<file path="config.mk">
export PLATFORM = sky130hd
export DESIGN_NAME = truth_table_scanner
export DESIGN_NICKNAME = d
export VERILOG_FILES = /design/src/rtl/scan_pkg.sv /design/src/rtl/minterm_emitter.sv /design/src/rtl/truth_table_scanner.sv
export SDC_FILE = /design/constraint.sdc
export NUM_CORES = 1
export LEC_CHECK = 0
export CORE_MARGIN = 5
export CORE_UTILIZATION = 33
export CTS_BUF_LIST = sky130_fd_sc_hd__clkbuf_8
export CTS_CLUSTER_SIZE = 20
export DETAILED_ROUTE_END_ITERATION = 7
export DONT_BUFFER_PORTS = 1
export SLEW_MARGIN = 10
export SYNTH_ARGS = -nofsm -noshare
export SYNTH_HDL_FRONTEND = slang
export SYNTH_HIERARCHICAL = 1
export SYNTH_SLANG_ARGS = --single-unit
</file>
<file path="constraint.sdc">
create_clock -name clk -period 7 [get_ports clk]
set_clock_uncertainty 0.1 [all_clocks]
set_input_delay 1.4 -clock clk [delete_from_list [all_inputs] [get_ports clk]]
set_output_delay 1.4 -clock clk [all_outputs]
set_load 0.01 [all_outputs]
</file>
<file path="src/rtl/scan_pkg.sv">
`default_nettype none
// ============================================================================
// Module      : scan_pkg
// Description : Shared definitions for the truth-table scanner: FSM state
//               encodings, default sizes and input/output bit positions of
//               the function-under-test.
// Revision    : 1.0 - initial release
// ============================================================================
package scan_pkg;

    // Default sizing of the function-under-test
    localparam int NUM_VARS_DEF  = 4;
    localparam int NUM_FUNCS_DEF = 5;
    localparam int SEL_W_DEF     = 3;

    // Scanner FSM state encodings
    localparam logic [1:0] c_ST_IDLE  = 2'd0;
    localparam logic [1:0] c_ST_SWEEP = 2'd1;
    localparam logic [1:0] c_ST_EMIT  = 2'd2;
    localparam logic [1:0] c_ST_FIN   = 2'd3;

    // Bit positions of the function inputs within stim
    localparam int c_BIT_X = 3;
    localparam int c_BIT_Y = 2;
    localparam int c_BIT_W = 1;
    localparam int c_BIT_Z = 0;

    // Bit positions of the function outputs within func_in
    localparam int c_BIT_A = 0;
    localparam int c_BIT_B = 1;
    localparam int c_BIT_C = 2;
    localparam int c_BIT_D = 3;
    localparam int c_BIT_E = 4;

endpackage
`default_nettype wire

</file>
<file path="src/rtl/minterm_emitter.sv">
`default_nettype none
// ============================================================================
// Module      : minterm_emitter
// Description : Walks a captured truth-table column in ascending order and
//               streams the indices of its set entries over valid/ready.
//               Unset entries are skipped one per cycle; the walk ends after
//               the last set entry is accepted or when nothing set remains.
// Revision    : 1.0 - initial release
// ============================================================================
module minterm_emitter #(
    parameter int NUM_VARS = 4
) (
    input  logic                     clk,
    input  logic                     rst,
    input  logic                     load,
    input  logic                     enable,
    input  logic [2**NUM_VARS-1:0]   col,
    input  logic                     m_ready,
    output logic                     m_valid,
    output logic [NUM_VARS-1:0]      m_index,
    output logic                     m_last,
    output logic                     finish
);

    localparam int c_DEPTH = 2**NUM_VARS;

    logic [NUM_VARS-1:0] r_ptr;
    logic                w_hit;
    logic                w_above;

    // Any set entry strictly above the read pointer
    always_comb begin
        w_above = 1'b0;
        for (int k = 0; k < c_DEPTH; k++) begin
            if (k > int'(r_ptr) && col[k]) begin
                w_above = 1'b1;
            end
        end
    end

    assign w_hit   = col[r_ptr];
    assign m_valid = enable & w_hit;
    assign m_index = r_ptr;
    assign m_last  = m_valid & ~w_above;
    // Done once the final beat is taken, or immediately when nothing is left
    assign finish  = enable & ~w_above & (~w_hit | m_ready);

    // Read pointer: restart on load, advance on skip or accepted beat
    always_ff @(posedge clk) begin
        if (rst) begin
            r_ptr <= '0;
        end else if (load) begin
            r_ptr <= '0;
        end else if (enable && (!w_hit || m_ready)) begin
            r_ptr <= r_ptr + 1'b1;
        end
    end

endmodule
`default_nettype wire

</file>
<file path="src/rtl/truth_table_scanner.sv">
`default_nettype none
// ============================================================================
// Module      : truth_table_scanner
// Description : Sweeps every input combination into an external function-
//               under-test, captures its truth table, then streams the
//               minterm indices of one selected output.
//               Optional macro SCAN_CONST_FLAG_EN adds const_zero/const_one.
// Revision    : 1.0 - initial release
// ============================================================================
module truth_table_scanner
    import scan_pkg::*;
#(
    parameter int NUM_VARS  = NUM_VARS_DEF,
    parameter int NUM_FUNCS = NUM_FUNCS_DEF,
    parameter int SEL_W     = SEL_W_DEF
) (
    input  logic                 clk,
    input  logic                 reset,
    input  logic                 start,
    input  logic [SEL_W-1:0]     sel,
    output logic [NUM_VARS-1:0]  stim,
    input  logic [NUM_FUNCS-1:0] func_in,
    output logic                 busy,
    output logic                 m_valid,
    input  logic                 m_ready,
    output logic [NUM_VARS-1:0]  m_index,
    output logic                 m_last,
    output logic [NUM_VARS:0]    count,
    output logic                 done
`ifdef SCAN_CONST_FLAG_EN
    ,
    output logic                 const_zero,
    output logic                 const_one
`endif
);

    localparam int c_DEPTH = 2**NUM_VARS;
    localparam logic [NUM_VARS:0] c_FULL = {1'b1, {NUM_VARS{1'b0}}};

    logic [1:0]           r_state;
    logic [1:0]           w_next_state;
    logic [SEL_W-1:0]     r_sel;
    logic                 r_sel_ok;
    logic [NUM_VARS-1:0]  r_stim;
    logic [NUM_VARS:0]    r_count;
    logic [NUM_FUNCS-1:0] r_table [c_DEPTH];
    logic [c_DEPTH-1:0]   w_col;
    logic                 w_live_bit;
    logic                 w_sweep_last;
    logic                 w_emit_load;
    logic                 w_emit_en;
    logic                 w_emit_finish;

    assign w_sweep_last = (r_stim == {NUM_VARS{1'b1}});
    assign w_emit_load  = (r_state == c_ST_SWEEP) && w_sweep_last;
    assign w_emit_en    = (r_state == c_ST_EMIT);

    assign stim  = r_stim;
    assign count = r_count;
    assign busy  = (r_state != c_ST_IDLE);
    assign done  = (r_state == c_ST_FIN);

    // Selected output of the live response; out-of-range selects read as 0
    always_comb begin
        w_live_bit = 1'b0;
        for (int i = 0; i < NUM_FUNCS; i++) begin
            if (r_sel_ok && r_sel == SEL_W'(i)) begin
                w_live_bit = func_in[i];
            end
        end
    end

    // Selected column of the captured table, one bit per minterm
    always_comb begin
        for (int j = 0; j < c_DEPTH; j++) begin
            w_col[j] = 1'b0;
            for (int i = 0; i < NUM_FUNCS; i++) begin
                if (r_sel_ok && r_sel == SEL_W'(i)) begin
                    w_col[j] = r_table[j][i];
                end
            end
        end
    end

    // State register
    always_ff @(posedge clk) begin
        if (reset) begin
            r_state <= c_ST_IDLE;
        end else begin
            r_state <= w_next_state;
        end
    end

    // Next-state logic
    always_comb begin
        w_next_state = r_state;
        case (r_state)
            c_ST_IDLE:  if (start)         w_next_state = c_ST_SWEEP;
            c_ST_SWEEP: if (w_sweep_last)  w_next_state = c_ST_EMIT;
            c_ST_EMIT:  if (w_emit_finish) w_next_state = c_ST_FIN;
            default:                       w_next_state = c_ST_IDLE;
        endcase
    end

    // Select latch, stimulus counter, table capture and minterm count
    always_ff @(posedge clk) begin
        if (reset) begin
            r_sel    <= '0;
            r_sel_ok <= 1'b0;
            r_stim   <= '0;
            r_count  <= '0;
            for (int j = 0; j < c_DEPTH; j++) begin
                r_table[j] <= '0;
            end
        end else begin
            case (r_state)
                c_ST_IDLE: begin
                    if (start) begin
                        r_sel    <= sel;
                        r_sel_ok <= (int'(sel) < NUM_FUNCS);
                        r_stim   <= '0;
                        r_count  <= '0;
                        for (int j = 0; j < c_DEPTH; j++) begin
                            r_table[j] <= '0;
                        end
                    end
                end
                c_ST_SWEEP: begin
                    r_table[r_stim] <= func_in;
                    r_stim          <= r_stim + 1'b1;
                    if (w_live_bit) begin
                        r_count <= r_count + 1'b1;
                    end
                end
                default: begin
                end
            endcase
        end
    end

`ifdef SCAN_CONST_FLAG_EN
    logic r_const_zero;
    logic r_const_one;

    assign const_zero = r_const_zero;
    assign const_one  = r_const_one;

    // Constant-function flags, resolved as the scan finishes
    always_ff @(posedge clk) begin
        if (reset) begin
            r_const_zero <= 1'b0;
            r_const_one  <= 1'b0;
        end else if (r_state == c_ST_IDLE && start) begin
            r_const_zero <= 1'b0;
            r_const_one  <= 1'b0;
        end else if (w_emit_en && w_emit_finish) begin
            r_const_zero <= (r_count == '0);
            r_const_one  <= (r_count == c_FULL);
        end
    end
`endif

    minterm_emitter #(
        .NUM_VARS (NUM_VARS)
    ) u_emitter (
        .clk     (clk),
        .rst     (reset),
        .load    (w_emit_load),
        .enable  (w_emit_en),
        .col     (w_col),
        .m_ready (m_ready),
        .m_valid (m_valid),
        .m_index (m_index),
        .m_last  (m_last),
        .finish  (w_emit_finish)
    );

endmodule
`default_nettype wire

</file>
met1.png
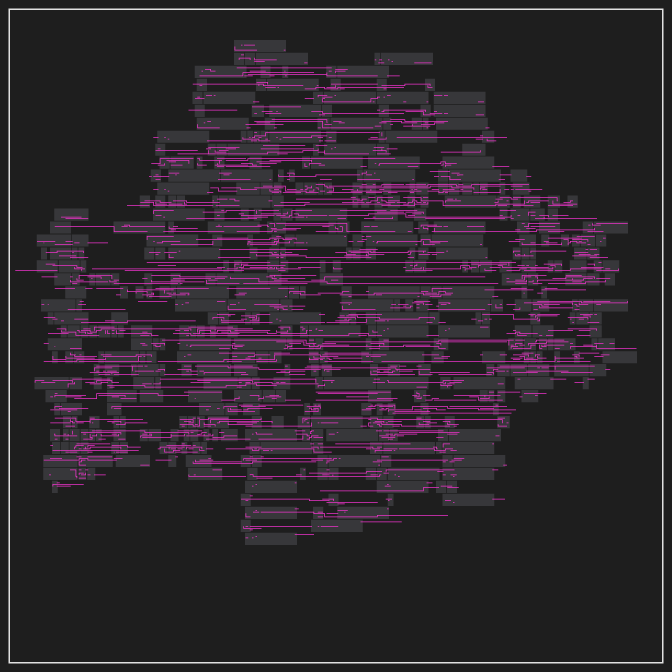
- nets with wire on the layer: 495
- wire length on this layer: 5420 microns
- main direction: horizontal
- share of all routed wire: 43%
- longest straight run: 49.2 microns
GR Util met1: 17.66%
DR vias: 3687

met2.png
The bar under the picture is 50 microns long.
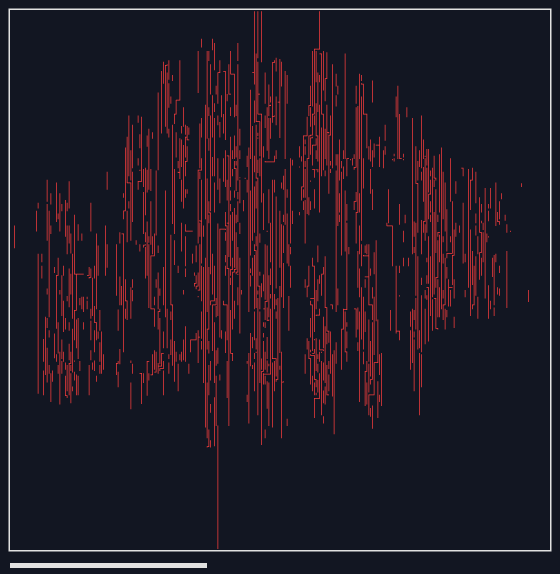
- nets with wire on the layer: 408
- main direction: vertical
- wire length on this layer: 6080 microns

met3.png
The bar under the picture is 50 microns long.
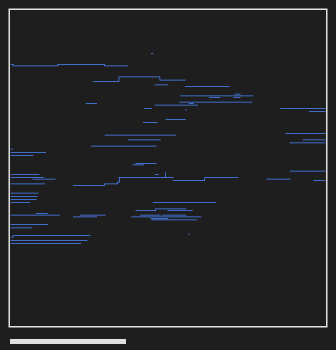
- nets with wire on the layer: 48
- share of all routed wire: 7.4%
- wire length on this layer: 922 microns

final_clocks.png
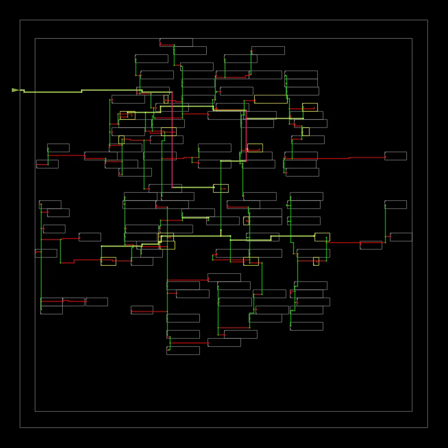
Seq cells: 99
CTS sink count: 99

==> ci_impl_report.md <==
## Implementation flow summary

| Metric | Value |
|---|---|
| Vias in the first global route | 3768 |
| Setup violations, final | 0 |
| Synth Area in Adders | 3.493% |
| Post-route ant nets | 0 |
| Routability cong. | 0.8130 |
| Post-Synth XOR/XNOR Area | 0% |
| GRT Total Usage | 14.05% |
| Pint | 1.056 mW |
| Crit-path max cell delay | 0.45 ns |
| DRT Pass-1 Iters | 5 |
| TritonCTS clock tree | done |
| Clk power | 373 uW |
| Met2 usage | 23.19% |
| Met1 Routed Length | 5417 microns |
| Mi-comb count | 350 |
| Dpl cell area | 0.005439 sq mm |
| Flops after synth | 99 |
| Buf+Inv Stages, Crit Path | 1 |
| Synthesized area | 0.005301 sq mm |
| Final Non-Filler Cells | 714 |
| Initial Utilization | 33.49% |
| Clk latency late pin | 0.38 ns |
| AO/OA Area Share | 14.70% |
| Worst hold endpoint | r_sel[1]$_SDFFE_PP0P_ |
| Hold Crit Start | r_sel[1]$_SDFFE_PP0P_ |
| Max FFs per register | 80 |
| Pwr Density | 276.8 mW/mm^2 |
| Top layer in use | met4 |
| Period utilisation layout | 70.24% |
| Flop share of the area | 49.41% |
| Fraction of layout cells with a size suffix above 1 | 7.430% |
| PortBufs | 0 |
| Largest area class, layout | sequential cells |
| Worst Path Arrival | 3.42 ns |
| Met2 routed WL | 6084 microns |
| Top Ports | 29 |
| Largest cells by area after synthesis | edfxtp_1 45%, and2_1 9.8%, dfxtp_1 7.2% |
| Maximum fanout along the worst path | 18 |
| Seq. pwr | 814 uW |
| CP Launch Point | r_sel_ok$_SDFFE_PP0P_ |
| N_taps | 216 |
| DRC Markers | 0 |
| Worst setup path end | m_last |
| Max Clock Freq | 203.4 MHz |
| Switch Pwr | 502.9 uW |
| Async S/R FF share, synth | 0% |
| Initial antenna violation count | 0 |
| Register area | 0.002783 sq mm |
| Core Area | 0.01583 sq mm |
| Inverters | 28 |
| Post-route cell area | 0.005632 sq mm |
| Combinational power | 373 uW |
| R2r worst-path depth | 14 |
| Layout area overhead | 6.231% |
| WP depth | 10 |
| Leakage | 2.009 nW |
| Synth top cell by count | and2_1 |
| Clock buffers | 10 |
| Peak supply drop | 0.0001485 V |
| Antenna Cells | 0 |
| Logic gate fraction of the total cell area | 39.84% |
| Crit start category | register |
| Biggest register | r_table |
| Seq pwr share | 52.2% |
| ClkCell Share | 3.421% |
| Synth unique cells | 58 |
| Top_reg_cell synth | edfxtp_1 |
| Syn nets | 532 |
| Buffering overhead | 0.6665% |
| Gate power share | 23.9% |
| Worst R2R End | r_state[0]$_SDFFE_PP0P_ |
| RSZ-0062 raised after global routing | no |
| Final net count | 519 |
| Crit-path cells | nor2b_1 -> buf_4 -> nand2_1 -> nor2_1 -> a21oi_1 -> a21boi_0 -> a2111o_1 -> a2111oi_2 -> a31oi_1 -> nor3b_1 |
| Post-Place Setup Slack | 2.493 ns |
| Gr ovfl total | 0 |
| Area leader, netlist | edfxtp_1 |
| Worst min path class | register to register |
| Die y size | 136.7 microns |
| Nature of the critical path endpoint | primary output |
| Max-slew violations | 0 |
| Count of tool warnings | 37 |
| Detail Placement HPWL | 8550 microns |
| Tmin final | 4.917 ns |
| # Max-Cap Violations | 0 |
| Hold_ws | 0.4513 ns |
| M3 GR Usage | 5.000% |
| Die Width | 136.7 microns |
| Logic family by area | simple AND/OR/NAND/NOR gates |
| Most common logic cell in the routed design | and2_1 |
| Fillers | 1576 |
| Initial DRC Count | 258 |
| Mapped Cells | 506 |
| Per-cell routed wire length | 17.51 microns |
| CP top delay family | simple AND/OR/NAND/NOR gates |
| H-Tree Depth | 3 |
| Worst Tran Pin Value | 0.7947 ns |
| Cells in synth_stat.txt | 506 |
| First-pass GRT wire length | 20060 microns |
| Root Buffer | clkbuf_8 |
| Fin. Hold Viols | 0 |
| Hold-fix buffers, CTS | 0 |
| WP data required | 5.50 ns |
| And+or+nand+nor area frac | 20.46% |
| Critical R2R Launch | r_sel_ok$_SDFFE_PP0P_ |
| Syn. warnings | 6 |
| Final worst slack | 2.083 ns |
| Number of enable flip-flop cells | 80 |
| Final wirelength | 12510 microns |
| Outcome | complete, no violations |
| # rows | 46 |
| Seq/Total Area, Yosys | 52.49% |
| Top Layout Cells | 83 x and2_1, 80 x edfxtp_1, 42 x nor2_1 |
| Signal buffers | 5 |
| Logic area | 0.002243 sq mm |
| Mux area share | 3.540% |
| Routed length on met3 | 921 microns |
| Setup CP Type | register to primary output |
| Area fraction of the dominant cell type after synthesis | 45.32% |
| Yosys stat area | 0.005301 sq mm |
| Slew Limit Headroom | 46.95% |
| Clk pwr share | 23.9% |
| TNS Setup | 0 ns |
| CTS clk-pin slew, worst paths | 0.10 ns |
| Switching share of power | 32.26% |
Power figures rest on the tool's default switching activity, not on a simulated workload.
